Fig. 1: gate families picked out
Scale bar: 50 um.
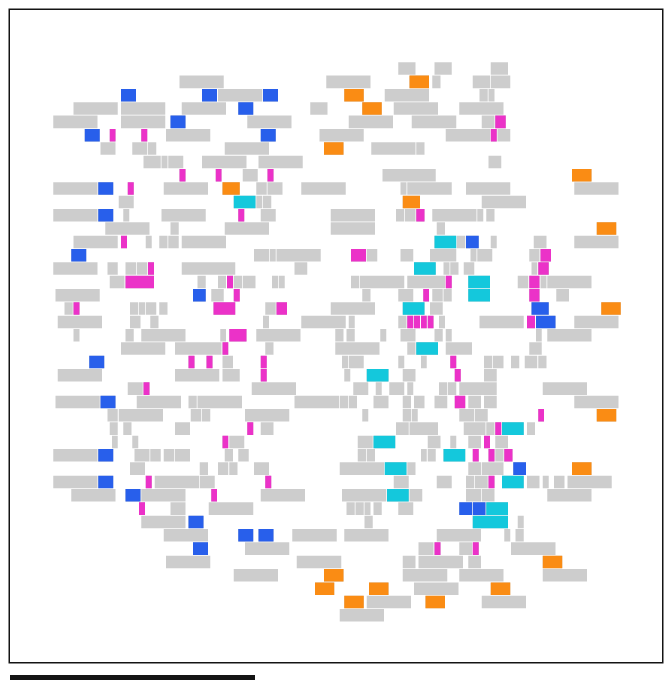
Fig. 2: routing congestion map
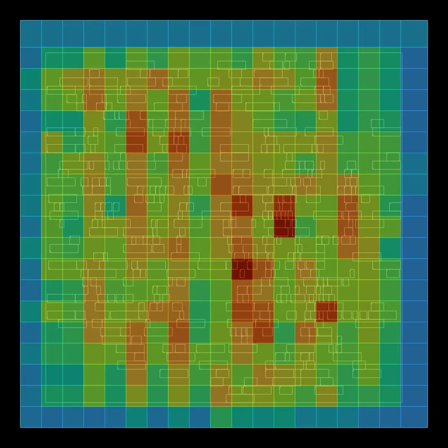
Fig. 3: layout detail
Scale bar: 10 um. Region (80, 13) to (120, 53) um. Cells in gray, sequential cells in the stronger gray; small squares are vias.
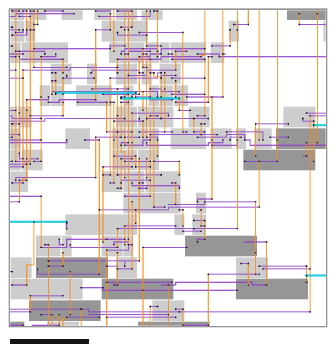
Fig. 4: signal wires on met3
Scale bar: 50 um. Cells faint in the background.
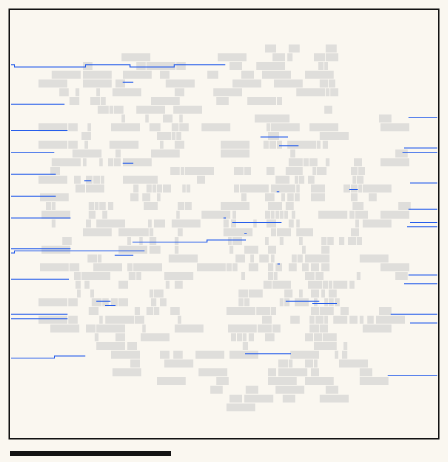
[src/rtl/pls_receiver.sv]
// pls_receiver: step/direction decoder with signed position count, reference capture and step-period timer
module pls_receiver #(
  parameter int CNT_W    = 16,
  parameter int PERIOD_W = 20
) (
  input  logic                Clk,
  input  logic                gRst,
  input  logic                Pls_In,
  input  logic                DirIn,
  input  logic                Ref,
  input  logic                RefEn,
  input  logic                RefClr,
  input  logic                PlsClr,
  output logic [CNT_W-1:0]    PlsCnt,
  output logic [CNT_W-1:0]    RefPos,
  output logic                RefDone,
  output logic [PERIOD_W-1:0] Period,
  output logic                PeriodValid,
  output logic                Stalled
);
  typedef enum logic [1:0] {IDLE, RUN, STALL} state_t;
  state_t              st_q;
  logic [2:0]          pls_q, ref_q;
  logic [1:0]          dir_q;
  logic [CNT_W-1:0]    cnt_q, cnt_d, rpos_q, rpos_d;
  logic                rdone_q, rdone_d;
  logic [PERIOD_W-1:0] tmr_q, per_q;
  logic                pv_q, stl_q;
  logic                stp, cap;
  assign stp = pls_q[1] & ~pls_q[2];
  // a clear arriving with the reference edge suppresses the capture entirely
  assign cap = ~ref_q[1] & ref_q[2] & RefEn & ~rdone_q & ~RefClr;
  always_comb begin
    cnt_d   = (PlsClr | cap) ? '0 : stp ? (dir_q[1] ? cnt_q + CNT_W'(1) : cnt_q - CNT_W'(1)) : cnt_q;
    rpos_d  = cap ? cnt_q : rpos_q;
    rdone_d = RefClr ? 1'b0 : (cap | rdone_q);
  end
  always_ff @(posedge Clk or posedge gRst) begin
    if (gRst) begin
      pls_q   <= '0;
      ref_q   <= '0;
      dir_q   <= '0;
      cnt_q   <= '0;
      rpos_q  <= '0;
      rdone_q <= 1'b0;
    end else begin
      pls_q   <= {pls_q[1:0], Pls_In};
      ref_q   <= {ref_q[1:0], Ref};
      dir_q   <= {dir_q[0], DirIn};
      cnt_q   <= cnt_d;
      rpos_q  <= rpos_d;
      rdone_q <= rdone_d;
    end
  end
  // the first step after IDLE or STALL only starts the timer; it has no interval
  always_ff @(posedge Clk or posedge gRst) begin
    if (gRst) begin
      st_q  <= IDLE;
      tmr_q <= '0;
      per_q <= '0;
      pv_q  <= 1'b0;
      stl_q <= 1'b1;
    end else begin
      pv_q <= 1'b0;
      if (stp) begin
        tmr_q <= PERIOD_W'(1);
        st_q  <= RUN;
        stl_q <= 1'b0;
        if (st_q == RUN) begin
          per_q <= tmr_q;
          pv_q  <= 1'b1;
        end
      end else if (st_q == RUN) begin
        if (&tmr_q) begin
          per_q <= '1;
          st_q  <= STALL;
          stl_q <= 1'b1;
        end else begin
          tmr_q <= tmr_q + PERIOD_W'(1);
        end
      end
    end
  end
  assign PlsCnt      = cnt_q;
  assign RefPos      = rpos_q;
  assign RefDone     = rdone_q;
  assign Period      = per_q;
  assign PeriodValid = pv_q;
  assign Stalled     = stl_q;
endmodule

[config.mk]
export PLATFORM = sky130hd
export DESIGN_NAME = pls_receiver
export DESIGN_NICKNAME = d
export VERILOG_FILES = /design/src/rtl/pls_receiver.sv
export SDC_FILE = /design/constraint.sdc
export NUM_CORES = 1
export LEC_CHECK = 0
export CAP_MARGIN = 20
export CORE_MARGIN = 8
export CORE_UTILIZATION = 30
export CTS_CLUSTER_DIAMETER = 200
export DETAILED_ROUTE_END_ITERATION = 10
export DONT_BUFFER_PORTS = 1
export PLACE_DENSITY_LB_ADDON = 0.05
export RECOVER_POWER = 25
export SLEW_MARGIN = 30
export SYNTH_ARGS = -nofsm -noshare
export SYNTH_HDL_FRONTEND = slang
export SYNTH_SLANG_ARGS = --single-unit
[constraint.sdc]
create_clock -name Clk -period 2.6 [get_ports Clk]
set_clock_uncertainty 0.05 [all_clocks]
set_input_delay 0.26 -clock Clk [delete_from_list [all_inputs] [get_ports Clk]]
set_output_delay 0.26 -clock Clk [all_outputs]
set_load 0.01 [all_outputs]
==> qor.rpt <==
=======================================================================
Number of instances in the placed design                            560
FFs & Latches                                                        85
Final Non-Filler Cells                                              587
Total standard cell area after synthesis                      4110 um^2
Cell total in the yosys stat output                                 388
Power, Total                                                    3.51 mW
Outcome                                                    finished, final reports clean
Number of setup violations in the final report                        0
Biggest area contributors in the synthesized netlist       sky130_fd_sc_hd__dfrtp_1 (51%), sky130_fd_sc_hd__ha_1 (4.6%), sky130_fd_sc_hd__mux2_2 (4.4%)
Required time at the endpoint of the critical path              2.78 ns
Total number of nets in the final design                            430
Initial standard-cell utilization of the core                     30.9%
Worst hold margin                                              0.138 ns
Ratio of total power to cell area                           727 nW/um^2
Count of multi-input combinational gates                            280
Met2 routing resource usage after global routing                  20.8%
CTS-repair resized insts                                              0
P&R area growth vs syn                                            17.6%
Startpoint of the lowest-slack register-to-register path       dir_q[1]
Setup repair after global routing missed its margin                true
Synthesized flop and latch total                                     85
Initial antenna violation count                                       0
Worst hold endpoint                                             RefDone
Sequential cell area in the final layout                      2130 um^2
CTS tree                                                           done
Worst setup path startpoint                                    dir_q[1]
Main kind of combinational logic by area                   AND-OR/OR-AND gates
Switching part of the total power                                 28.4%
Cell seen most often among critical-path stages            sky130_fd_sc_hd__buf_4
Comb gate area                                                1950 um^2
=======================================================================
Back to the opening pictures, Fig. 1:
non-inverting ao/oa cells: marked blue, cells 26, where all over the die. nor cells: marked magenta, cells 55. fa/ha/maj cells: marked cyan, cells 16. mux cells: marked orange, cells 18.

Back to the opening pictures, Fig. 2:
utilization after layout: 36.3%
routed wire length per instance: 17.6 um
M1 GR Usage: 13.9%

Back to the opening pictures, Fig. 3:
M3: marked cyan. M2: marked orange. M1: marked purple.
Sequential cells in the window: 7. 65 logic cells have their middle in the window. Most frequent: nor2_1 (8), dfrtp_1 (7). Netlist names of flops here include PlsCnt (4), RefPos (3).

Back to the opening pictures, Fig. 4:
The longest straight run is 40.3 um. The layer holds 5.2% of the routed length. The wires run mostly horizontal.

Power is estimated from default activity; no workload was simulated.
